<file path="src/rtl/multicycle_pkg.sv">
// Shared encodings for the multicycle MIPS controller: states, opcodes, functs, ALU codes, mux selects.
// Optional BNE support in the controller is enabled with the MC_BNE_EN macro.
package multicycle_pkg;

  typedef logic [3:0] state_t;

  localparam state_t S_IDLE   = 4'd0;
  localparam state_t S_FETCH  = 4'd1;
  localparam state_t S_DECODE = 4'd2;
  localparam state_t S_MEMADR = 4'd3;
  localparam state_t S_MEMRD  = 4'd4;
  localparam state_t S_MEMWB  = 4'd5;
  localparam state_t S_MEMWR  = 4'd6;
  localparam state_t S_EXEC   = 4'd7;
  localparam state_t S_ALUWB  = 4'd8;
  localparam state_t S_BRANCH = 4'd9;
  localparam state_t S_ADDIEX = 4'd10;
  localparam state_t S_ADDIWB = 4'd11;
  localparam state_t S_JUMP   = 4'd12;

  localparam logic [5:0] OP_RTYPE = 6'b000000;
  localparam logic [5:0] OP_J     = 6'b000010;
  localparam logic [5:0] OP_BEQ   = 6'b000100;
  localparam logic [5:0] OP_BNE   = 6'b000101;
  localparam logic [5:0] OP_ADDI  = 6'b001000;
  localparam logic [5:0] OP_LW    = 6'b100011;
  localparam logic [5:0] OP_SW    = 6'b101011;

  localparam logic [5:0] FN_ADD = 6'b100000;
  localparam logic [5:0] FN_SUB = 6'b100010;
  localparam logic [5:0] FN_AND = 6'b100100;
  localparam logic [5:0] FN_OR  = 6'b100101;
  localparam logic [5:0] FN_SLT = 6'b101010;

  typedef enum logic [1:0] {
    ALUOP_ADD   = 2'b00,
    ALUOP_SUB   = 2'b01,
    ALUOP_FUNCT = 2'b10
  } aluop_e;

  localparam logic [2:0] ALU_AND = 3'b000;
  localparam logic [2:0] ALU_OR  = 3'b001;
  localparam logic [2:0] ALU_ADD = 3'b010;
  localparam logic [2:0] ALU_SUB = 3'b110;
  localparam logic [2:0] ALU_SLT = 3'b111;

  localparam logic [1:0] SRCB_REGB  = 2'b00;
  localparam logic [1:0] SRCB_FOUR  = 2'b01;
  localparam logic [1:0] SRCB_IMM   = 2'b10;
  localparam logic [1:0] SRCB_IMMSH = 2'b11;

  localparam logic [1:0] PC_ALURES = 2'b00;
  localparam logic [1:0] PC_ALUOUT = 2'b01;
  localparam logic [1:0] PC_JUMP   = 2'b10;

  // States that sit on memory and therefore run the wait counter.
  function automatic logic is_wait_state(input state_t s);
    return (s == S_FETCH) || (s == S_MEMRD) || (s == S_MEMWR);
  endfunction

endpackage

</file>
<file path="src/rtl/multicycle_aludec.sv">
// ALU-function decoder: maps aluop and funct to the 3-bit ALU code, zero-extended to ALUCTRL_W.
module multicycle_aludec
  import multicycle_pkg::*;
#(
  parameter int ALUCTRL_W = 3
) (
  input  aluop_e               i_aluop,
  input  logic [5:0]           i_funct,
  output logic [ALUCTRL_W-1:0] o_alucontrol,
  output logic                 o_illegal_funct
);

  logic [2:0] w_code;

  always_comb begin
    w_code          = ALU_ADD;
    o_illegal_funct = 1'b0;
    case (i_aluop)
      ALUOP_ADD: w_code = ALU_ADD;
      ALUOP_SUB: w_code = ALU_SUB;
      ALUOP_FUNCT: begin
        case (i_funct)
          FN_ADD:  w_code = ALU_ADD;
          FN_SUB:  w_code = ALU_SUB;
          FN_AND:  w_code = ALU_AND;
          FN_OR:   w_code = ALU_OR;
          FN_SLT:  w_code = ALU_SLT;
          default: begin
            w_code          = ALU_ADD;
            o_illegal_funct = 1'b1;
          end
        endcase
      end
      default: w_code = ALU_ADD;
    endcase
  end

  always_comb begin
    o_alucontrol      = '0;
    o_alucontrol[2:0] = w_code;
  end

endmodule

</file>
<file path="src/rtl/multicycle_controller.sv">
// Multicycle MIPS control FSM with memory-wait timeout and PC-enable gating.
// Define MC_BNE_EN to decode BNE (000101) as an inverted-condition branch.
module multicycle_controller
  import multicycle_pkg::*;
#(
  parameter int ALUCTRL_W = 3,
  parameter int TIMEOUT_W = 8
) (
  input  logic                 clk,
  input  logic                 rst_n,
  input  logic [5:0]           opcode,
  input  logic [5:0]           funct,
  input  logic                 zero,
  input  logic                 mem_ready,
  output logic                 pcen,
  output logic                 iord,
  output logic                 memread,
  output logic                 memwrite,
  output logic                 irwrite,
  output logic                 regdst,
  output logic                 memtoreg,
  output logic                 regwrite,
  output logic                 alusrca,
  output logic [1:0]           alusrcb,
  output logic [1:0]           pcsrc,
  output logic [ALUCTRL_W-1:0] alucontrol,
  output logic                 illegal_op,
  output logic                 mem_timeout
);

  localparam logic [TIMEOUT_W-1:0] WAIT_LIMIT = '1;

  state_t                 r_state;
  state_t                 w_next_state;
  logic [TIMEOUT_W-1:0]   r_wait_cnt;
  logic                   w_waiting;
  logic                   w_timeout;
  logic                   w_pcwrite;
  logic                   w_branch;
  logic                   w_taken;
  logic                   w_bad_opcode;
  logic                   w_illegal_funct;
  aluop_e                 w_aluop;
  logic [ALUCTRL_W-1:0]   w_alucontrol;

  assign w_waiting = is_wait_state(r_state) && !mem_ready;
  assign w_timeout = w_waiting && (r_wait_cnt == WAIT_LIMIT);

  always_comb begin
    w_next_state = r_state;
    w_pcwrite    = 1'b0;
    w_branch     = 1'b0;
    w_bad_opcode = 1'b0;
    w_aluop      = ALUOP_ADD;
    iord         = 1'b0;
    memread      = 1'b0;
    memwrite     = 1'b0;
    irwrite      = 1'b0;
    regdst       = 1'b0;
    memtoreg     = 1'b0;
    regwrite     = 1'b0;
    alusrca      = 1'b0;
    alusrcb      = SRCB_REGB;
    pcsrc        = PC_ALURES;
    case (r_state)
      S_IDLE: w_next_state = S_FETCH;
      S_FETCH: begin
        memread = 1'b1;
        alusrcb = SRCB_FOUR;
        if (mem_ready) begin
          irwrite      = 1'b1;
          w_pcwrite    = 1'b1;
          w_next_state = S_DECODE;
        end else if (w_timeout) begin
          memread      = 1'b0;
          w_next_state = S_IDLE;
        end
      end
      S_DECODE: begin
        alusrcb = SRCB_IMMSH;
        case (opcode)
          OP_LW, OP_SW: w_next_state = S_MEMADR;
          OP_RTYPE:     w_next_state = S_EXEC;
          OP_BEQ:       w_next_state = S_BRANCH;
`ifdef MC_BNE_EN
          OP_BNE:       w_next_state = S_BRANCH;
`endif
          OP_ADDI:      w_next_state = S_ADDIEX;
          OP_J:         w_next_state = S_JUMP;
          default: begin
            w_bad_opcode = 1'b1;
            w_next_state = S_FETCH;
          end
        endcase
      end
      S_MEMADR: begin
        alusrca      = 1'b1;
        alusrcb      = SRCB_IMM;
        w_next_state = (opcode == OP_SW) ? S_MEMWR : S_MEMRD;
      end
      S_MEMRD: begin
        iord    = 1'b1;
        memread = 1'b1;
        if (mem_ready) begin
          w_next_state = S_MEMWB;
        end else if (w_timeout) begin
          memread      = 1'b0;
          w_next_state = S_IDLE;
        end
      end
      S_MEMWB: begin
        memtoreg     = 1'b1;
        regwrite     = 1'b1;
        w_next_state = S_FETCH;
      end
      S_MEMWR: begin
        iord     = 1'b1;
        memwrite = 1'b1;
        if (mem_ready) begin
          w_next_state = S_FETCH;
        end else if (w_timeout) begin
          memwrite     = 1'b0;
          w_next_state = S_IDLE;
        end
      end
      S_EXEC: begin
        alusrca      = 1'b1;
        w_aluop      = ALUOP_FUNCT;
        w_next_state = S_ALUWB;
      end
      S_ALUWB: begin
        regdst       = 1'b1;
        regwrite     = 1'b1;
        w_next_state = S_FETCH;
      end
      S_BRANCH: begin
        alusrca      = 1'b1;
        w_aluop      = ALUOP_SUB;
        pcsrc        = PC_ALUOUT;
        w_branch     = 1'b1;
        w_next_state = S_FETCH;
      end
      S_ADDIEX: begin
        alusrca      = 1'b1;
        alusrcb      = SRCB_IMM;
        w_next_state = S_ADDIWB;
      end
      S_ADDIWB: begin
        regwrite     = 1'b1;
        w_next_state = S_FETCH;
      end
      S_JUMP: begin
        pcsrc        = PC_JUMP;
        w_pcwrite    = 1'b1;
        w_next_state = S_FETCH;
      end
      default: w_next_state = S_IDLE;
    endcase
  end

  multicycle_aludec #(
    .ALUCTRL_W(ALUCTRL_W)
  ) u_aludec (
    .i_aluop        (w_aluop),
    .i_funct        (funct),
    .o_alucontrol   (w_alucontrol),
    .o_illegal_funct(w_illegal_funct)
  );

  always_ff @(posedge clk or negedge rst_n) begin
    if (!rst_n) begin
      r_state <= S_IDLE;
    end else begin
      r_state <= w_next_state;
    end
  end

  // Counter only advances while a memory state is stalled; any other cycle leaves it at zero.
  always_ff @(posedge clk or negedge rst_n) begin
    if (!rst_n) begin
      r_wait_cnt <= '0;
    end else if (w_waiting && !w_timeout) begin
      r_wait_cnt <= r_wait_cnt + 1'b1;
    end else begin
      r_wait_cnt <= '0;
    end
  end

`ifdef MC_BNE_EN
  logic r_is_bne;

  always_ff @(posedge clk or negedge rst_n) begin
    if (!rst_n) begin
      r_is_bne <= 1'b0;
    end else if (r_state == S_DECODE) begin
      r_is_bne <= (opcode == OP_BNE);
    end
  end

  assign w_taken = zero ^ r_is_bne;
`else
  assign w_taken = zero;
`endif

  assign pcen        = w_pcwrite | (w_branch & w_taken);
  assign alucontrol  = (r_state == S_IDLE) ? '0 : w_alucontrol;
  assign illegal_op  = w_bad_opcode | ((r_state == S_EXEC) & w_illegal_funct);
  assign mem_timeout = w_timeout;

endmodule

</file>
<file path="config.mk">
export PLATFORM = sky130hd
export DESIGN_NAME = multicycle_controller
export DESIGN_NICKNAME = d
export VERILOG_FILES = /design/src/rtl/multicycle_pkg.sv /design/src/rtl/multicycle_aludec.sv /design/src/rtl/multicycle_controller.sv
export SDC_FILE = /design/constraint.sdc
export NUM_CORES = 1
export LEC_CHECK = 0
export CORE_MARGIN = 2
export CORE_UTILIZATION = 50
export CTS_CLUSTER_SIZE = 30
export DETAILED_ROUTE_END_ITERATION = 7
export GPL_ROUTABILITY_DRIVEN = 0
export HOLD_SLACK_MARGIN = 0.1
export PLACE_DENSITY = 0.81
export SYNTH_ARGS = -nofsm -noshare
export SYNTH_HDL_FRONTEND = slang
export SYNTH_SLANG_ARGS = --single-unit
export TNS_END_PERCENT = 50
</file>
<file path="constraint.sdc">
create_clock -name clk -period 4.2 [get_ports clk]
set_clock_uncertainty 0.2 [all_clocks]
set_input_delay 0.84 -clock clk [delete_from_list [all_inputs] [get_ports clk]]
set_output_delay 0.84 -clock clk [all_outputs]
set_load 0.005 [all_outputs]
</file>
### Gate families picked out, run 1

Bar = 20 µm.
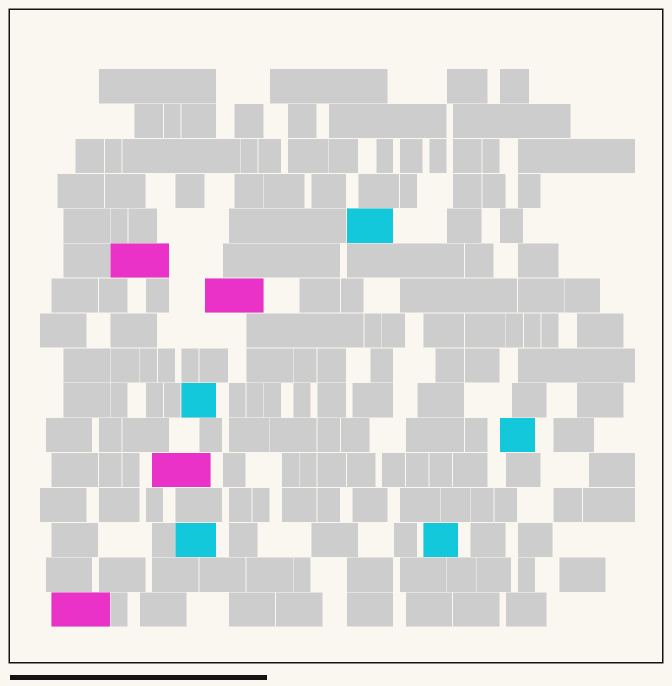
legend:
  cyan:
    family: AND-OR and OR-AND gates
    cells: 5
  magenta:
    family: adder and majority cells
    cells: 4
most frequently placed logic cell in the final layout: clkdlybuf4s50_1
filler-free cell count of the finished design: 194
logic share of the area: 0.497

### Where the registers sit, run 1

Bar = 20 µm. Other cells in gray.
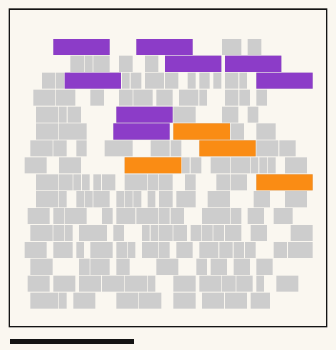
legend:
  orange:
    netlist_name: r_state
    sequential_cells: 4
  purple:
    netlist_name: r_wait_cnt
    sequential_cells: 8
Seq power: 186 µW
final design utilization: 0.709

### Congestion heat map, run 1

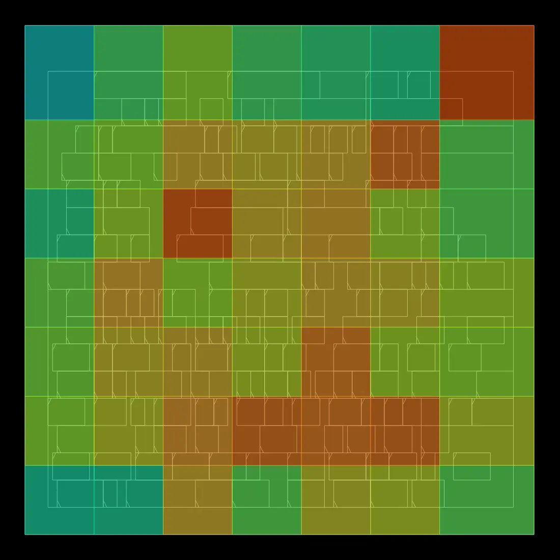
most crowded layer after global routing: met2
global-route track usage on met3: 0.0439
overall track demand over capacity in global routing: 0.229
post-detailed-route wirelength per cell: 13.9 µm

==> impl_results.html, run 1 <==
<h2>Implementation results</h2>
<table>
<tr><th>Metric</th><th>Value</th></tr>
<tr><th colspan="2">Status</th></tr>
<tr><td>Status</td><td>finished, final reports clean</td></tr>
<tr><th colspan="2">Timing</th></tr>
<tr><td>Final period demand of the worst path</td><td>3760 ps</td></tr>
<tr><td>Sum of negative setup slack</td><td>0 ps</td></tr>
<tr><td>Final worst-path cycle share</td><td>0.896</td></tr>
<tr><td>Number of max-slew violations in the final report</td><td>0</td></tr>
<tr><td>Number of failing setup endpoints in the final timing report</td><td>0</td></tr>
<tr><td>Slew margin rel.</td><td>0.652</td></tr>
<tr><th colspan="2">Drt</th></tr>
<tr><td>Total wirelength of the detailed-routed design</td><td>2.70 mm</td></tr>
<tr><td>Post-route ant nets</td><td>0</td></tr>
<tr><td>Uppermost layer routed</td><td>met3</td></tr>
<tr><th colspan="2">Cells and area</th></tr>
<tr><td>Antenna diode count</td><td>0</td></tr>
<tr><td>Fraction of final layout cells with drive strength greater than 1</td><td>0.0898</td></tr>
<tr><td>Final cell area excluding filler cells</td><td>1430 µm²</td></tr>
<tr><td>Number of filler cells placed in the layout</td><td>167</td></tr>
<tr><th colspan="2">Synth</th></tr>
<tr><td>Yosys warning total</td><td>0</td></tr>
<tr><td>Average footprint of a synthesized cell</td><td>7.94 µm²</td></tr>
<tr><td>Leading cell types by total area after synthesis</td><td>dfrtp_1 27%, nand2_1 4.8%, ha_1 4.6%</td></tr>
<tr><td>Gate count of the mapped netlist</td><td>138</td></tr>
<tr><td>Post-synthesis cell count from yosys</td><td>138</td></tr>
<tr><td>Part of the Yosys area used for sequential elements</td><td>0.274</td></tr>
<tr><td>Total nets after synthesis</td><td>158</td></tr>
<tr><td>Post-synthesis cell type count</td><td>46</td></tr>
<tr><th colspan="2">Clock tree</th></tr>
<tr><td>TritonCTS clock tree</td><td>yes</td></tr>
<tr><td>Clk pin slew, worst setup/hold paths</td><td>70 ps</td></tr>
<tr><td>Setup repair bufs after CTS</td><td>0</td></tr>
<tr><td>Depth of the CTS H-tree</td><td>1</td></tr>
<tr><td>Number of buffers on the longest clock path</td><td>2</td></tr>
<tr><td>Cell chosen for the clock root</td><td>clkbuf_4</td></tr>
<tr><td>CTS-repair resized insts</td><td>0</td></tr>
<tr><th colspan="2">Global routing</th></tr>
<tr><td>Global-route wire length before repair</td><td>4.60 mm</td></tr>
<tr><th colspan="2">Hold path</th></tr>
<tr><td>Worst min-delay path class</td><td>reg -&gt; reg</td></tr>
<tr><th colspan="2">Die</th></tr>
<tr><td>Floorplan die area</td><td>2580 µm²</td></tr>
<tr><td>Starting utilization of the core area</td><td>0.542</td></tr>
<tr><td>Core outline area</td><td>2020 µm²</td></tr>
<tr><th colspan="2">Placement</th></tr>
<tr><td>Post-placement cell count</td><td>191</td></tr>
<tr><td>Pre-CTS worst setup slack</td><td>460 ps</td></tr>
<tr><td>Number of buffers added on ports</td><td>33</td></tr>
<tr><td>Post-placement cell area</td><td>1410 µm²</td></tr>
<tr><th colspan="2">Setup path</th></tr>
<tr><td>Crit Path Category</td><td>in -&gt; out</td></tr>
<tr><td>Crit path max fanout</td><td>5</td></tr>
<tr><td>CP required</td><td>3160 ps</td></tr>
<tr><td>Endpoint arrival time on the critical path</td><td>2720 ps</td></tr>
<tr><th colspan="2">Power and ir drop</th></tr>
<tr><td>Leak</td><td>0.000533 µW</td></tr>
</table>
[run 1: layer usage]
metal	GRT usage	vias up
met1	0.281	530
met2	0.419	45
met4	0.0405	0
li1	-	546
met3	0.0439	0
met5	0	-
[run 1: synth_stat cells (all sizes together)]
| cell | number |
|---|---|
| a2111oi | 1 |
| a211o | 1 |
| a211oi | 2 |
| a21boi | 1 |
| a21o | 1 |
| a21oi | 3 |
| a31oi | 1 |
| a32oi | 1 |
| and3 | 1 |
| buf | 7 |
| clkbuf | 1 |
| dfrtp | 12 |
| ha | 4 |
| inv | 7 |
| mux2i | 2 |
| nand2 | 14 |
| nand2b | 6 |
| nand3 | 7 |
| nand4 | 1 |
| nor2 | 16 |
| nor2b | 3 |
| nor3 | 7 |
| nor3b | 2 |
| nor4 | 2 |
| nor4b | 1 |
| o211a | 1 |
| o211ai | 1 |
| o21a | 2 |
| o21ai | 9 |
| o22ai | 1 |
| o31ai | 1 |
| o32ai | 1 |
| o41ai | 1 |
| or2 | 2 |
| or3 | 2 |
| or4 | 4 |
| or4b | 1 |
| xnor2 | 5 |
| xor2 | 3 |
[run 1: power breakdown]
part / switching, µW / total (µW) / internal [µW]
Clock: 36.1 / 69.2 / 33.2
Combinational: 189 / 396 / 207
Sequential: 49.3 / 186 / 137
[run 1: critical path, stage by stage]
cell             delay [ps]
clkdlybuf4s50_1         490
xor2_1                  210
a2111oi_0               380
o21ai_0                 180
o21ai_1                 110
clkdlybuf4s50_1         510
[run 1: per-stage QoR]
| stage | util | power, µW |
|---|---|---|
| global route | 0.709 | 703 |
| finish | 0.709 | 652 |
| floorplan | - | 423 |
| detailed placement | 0.697 | 580 |
| global placement | 0.697 | 572 |
| CTS | 0.709 | 653 |
[run 1: path summary, 6_finish.rpt]
| check | from | endpoint | slack (ps) | depth (start not counted) |
|---|---|---|---|---|
| hold reg to reg | r_wait_cnt[0]$_DFF_PN0_ | r_wait_cnt[0]$_DFF_PN0_ | 310 | 1 |
| max in group asynchronous | rst_n | r_wait_cnt[0]$_DFF_PN0_ | 2740 | 1 |
| setup / recovery | opcode[1] | illegal_op | 440 | 6 |
| hold / removal | r_wait_cnt[0]$_DFF_PN0_ | r_wait_cnt[0]$_DFF_PN0_ | 310 | 1 |
| setup reg to reg | r_state[1]$_DFF_PN0_ | r_state[1]$_DFF_PN0_ | 2280 | 4 |
| min in group asynchronous | rst_n | r_state[2]$_DFF_PN0_ | 710 | 1 |
[run 1: final cells by class]
class | count | area [µm²] | area share
Timing Repair Buffer | 34 | 338 | 0.236
Multi-Input combinational cell | 111 | 712 | 0.497
Clock buffer | 3 | 22.5 | 0.0157
Inverter | 7 | 26.3 | 0.0183
Sequential cell | 12 | 300 | 0.210
Tap cell | 27 | 33.8 | 0.0236
[run 1: state kept, by name, indices dropped and copies added, names as in the netlist]
signal	count
r_state	4
r_wait_cnt	8
[run 1: cells by family after synthesis]
family                   Yosys count  synth area share
buffers and inverters             15            0.0765
XOR/XNOR                           8            0.0639
AND/OR/NAND/NOR                   69             0.344
multiplexers                       2            0.0183
adder cells (fa/ha/maj)            4            0.0457
AND-OR/OR-AND                     28             0.178
flip-flops                        12             0.274
==> run 2, diff against run 1 <==
ABC_AREA = 1   (was default)
### Cells by drive strength, run 2

Bar = 20 µm.
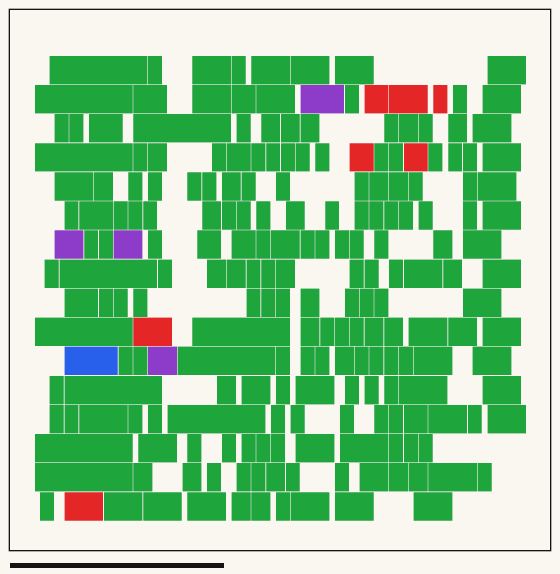
legend:
  purple:
    size: drive 3 to 4
    cells: 4
    share: 1.9%
  green:
    size: drive 1 or less
    cells: 204
    share: 94%
  red:
    size: drive 2
    cells: 7
    share: 3.2%
  blue:
    size: drive 6 and up
    cells: 1
    share: 0.46%
Worst Setup Slack, final: 717 ps
final cell area excluding filler cells: 1480 µm²

==> run 2 against run 1 <==
Net effect:
- setup slack better by 280 ps
- cell count up 25%
- synthesized cell count up 30%
- clock power is 26% higher
- die size shrank 1.3%
- critical path type unchanged
- largest cell class unchanged
==> impl_results.html, run 2 <==
<h2>Implementation results</h2>
<table>
<tr><th>Metric</th><th>Value</th></tr>
<tr><th colspan="2">Drt</th></tr>
<tr><td>Total wirelength of the detailed-routed design</td><td>2.57 mm</td></tr>
<tr><td>Post-detailed-route wirelength per cell</td><td>10.6 µm</td></tr>
<tr><th colspan="2">Placement</th></tr>
<tr><td>Pre-CTS worst setup slack</td><td>715 ps</td></tr>
<tr><td>Number of buffers added on ports</td><td>33</td></tr>
<tr><th colspan="2">Cells and area</th></tr>
<tr><td>Register containing the most flip-flops in the final layout</td><td>r_wait_cnt</td></tr>
<tr><td>Number of filler cells placed in the layout</td><td>171</td></tr>
<tr><td>Number of flip-flops under the largest register name</td><td>8</td></tr>
<tr><td>Final design utilization</td><td>0.740</td></tr>
<tr><td>Largest registers ranked by flip-flop count</td><td>r_wait_cnt x8, r_state x4</td></tr>
<tr><th colspan="2">Global routing</th></tr>
<tr><td>Global-route wire length before repair</td><td>4.69 mm</td></tr>
<tr><td>Most crowded layer after global routing</td><td>met2</td></tr>
<tr><td>Met2 Use GR</td><td>0.454</td></tr>
<tr><th colspan="2">Setup path</th></tr>
<tr><td>Crit-path leading delay family</td><td>buffers and inverters</td></tr>
<tr><td>Longest individual stage delay on the worst path</td><td>440 ps</td></tr>
<tr><td>List of cells traversed by the critical path</td><td>clkdlybuf4s50_1, nor2_1, nand4_1, nand2_1, nor2_1, nand2_1, nand2_1, clkdlybuf4s50_1</td></tr>
<tr><th colspan="2">Hold path</th></tr>
<tr><td>Worst min-delay path class</td><td>reg -&gt; reg</td></tr>
<tr><th colspan="2">Synth</th></tr>
<tr><td>Yosys warning total</td><td>0</td></tr>
<tr><td>Most common flop cell mapped by yosys</td><td>dfrtp_1</td></tr>
<tr><td>Cell with the most instances after synthesis</td><td>nand2_1</td></tr>
<tr><td>Average footprint of a synthesized cell</td><td>6.04 µm²</td></tr>
<tr><td>Main combinational cell family by area after synthesis</td><td>simple AND/OR/NAND/NOR gates</td></tr>
<tr><td>Post-synthesis cell count from yosys</td><td>179</td></tr>
<tr><td>Gate count of the mapped netlist</td><td>179</td></tr>
<tr><td>Post-synthesis cell type count</td><td>21</td></tr>
<tr><td>Total nets after synthesis</td><td>199</td></tr>
<tr><td>Number of flops mapped to enable cells by yosys</td><td>0</td></tr>
<tr><td>Synth cell count leaders</td><td>41 x nand2_1, 36 x nor2_1, 35 x inv_1</td></tr>
<tr><td>Async S/R FF share, synth</td><td>1.00</td></tr>
<tr><td>Multiplexer area fraction after synthesis</td><td>0</td></tr>
<tr><td>Leading cell types by total area after synthesis</td><td>dfrtp_1 28%, nand2_1 14%, nor2_1 13%</td></tr>
<tr><th colspan="2">Timing</th></tr>
<tr><td>Slew margin rel.</td><td>0.662</td></tr>
<tr><td>Final period demand of the worst path</td><td>3480 ps</td></tr>
<tr><th colspan="2">Status</th></tr>
<tr><td>Status</td><td>finished, final reports clean</td></tr>
<tr><th colspan="2">Die</th></tr>
<tr><td>Floorplan die area</td><td>2550 µm²</td></tr>
<tr><td>Starting utilization of the core area</td><td>0.540</td></tr>
<tr><th colspan="2">Power and ir drop</th></tr>
<tr><td>Leak</td><td>0.000771 µW</td></tr>
</table>
==> run 2: cell count changes in the layout (fill, tap and decap cells not counted), moves of 3 or more <==
cell | before | now
nand4_1 | 1 | 4
xnor2_1 | 5 | 1
nand2b_1 | 6 | 0
nor2_1 | 9 | 36
nand2_1 | 14 | 41
nand3_1 | 7 | 21
nor3_1 | 7 | 2
o21ai_0 | 6 | 2
or4_1 | 3 | 0
inv_1 | 7 | 35
nor2_2 | 7 | 1
==> run 2: worst paths after layout <==
path | start | end | slack [ps] | cells after the start
max in group asynchronous | rst_n | r_state[0]$_DFF_PN0_ | 2750 | 1
worst min-delay path | r_wait_cnt[0]$_DFF_PN0_ | r_wait_cnt[0]$_DFF_PN0_ | 270 | 1
worst min register to register | r_wait_cnt[0]$_DFF_PN0_ | r_wait_cnt[0]$_DFF_PN0_ | 270 | 1
worst max-delay path | opcode[5] | illegal_op | 720 | 8
worst max register to register | r_wait_cnt[0]$_DFF_PN0_ | r_state[0]$_DFF_PN0_ | 2470 | 8
min in group asynchronous | rst_n | r_wait_cnt[7]$_DFF_PN0_ | 710 | 1
==> run 2: cell families (layout without fill, tap and decap cells) <==
| group | Yosys count | in the layout |
|---|---|---|
| and+or+nand+nor | 113 | 113 |
| buffers and inverters | 36 | 73 |
| DFF | 12 | 12 |
| AOI/OAI and AO/OA | 10 | 10 |
| adders and majority gates | 4 | 4 |
| xor gates and xnor gates | 4 | 4 |
==> run 2: per-layer routing <==
metal | share of wire | vias up
li1 | - | 630
met1 | 0.44 | 533
met2 | 0.51 | 36
met3 | 0.046 | 2
met4 | 0.0039 | 0
met5 | 0 | -
==> run 2: layout make-up <==
class / instances / share of cell area
Tap cell: 27 / 0.0228
Timing Repair Buffer: 33 / 0.223
Inverter: 36 / 0.0912
Sequential cell: 12 / 0.203
Clock buffer: 4 / 0.0245
Multi-Input combinational cell: 131 / 0.436
==> run 2: power breakdown <==
group / internal, µW / total (µW) / switching (µW)
logic: 164 / 344 / 180
registers: 137 / 159 / 22.8
clock network: 52.6 / 87.5 / 34.9
total: 353 / 591 / 238
==> run 2: metrics by stage <==
stage	std cells	total power, µW
after floorplan	179	345
after global placement	239	501
after detailed placement	239	507
after CTS	243	596
after global routing	243	650
final	243	591
Power is estimated from default activity; no workload was simulated.
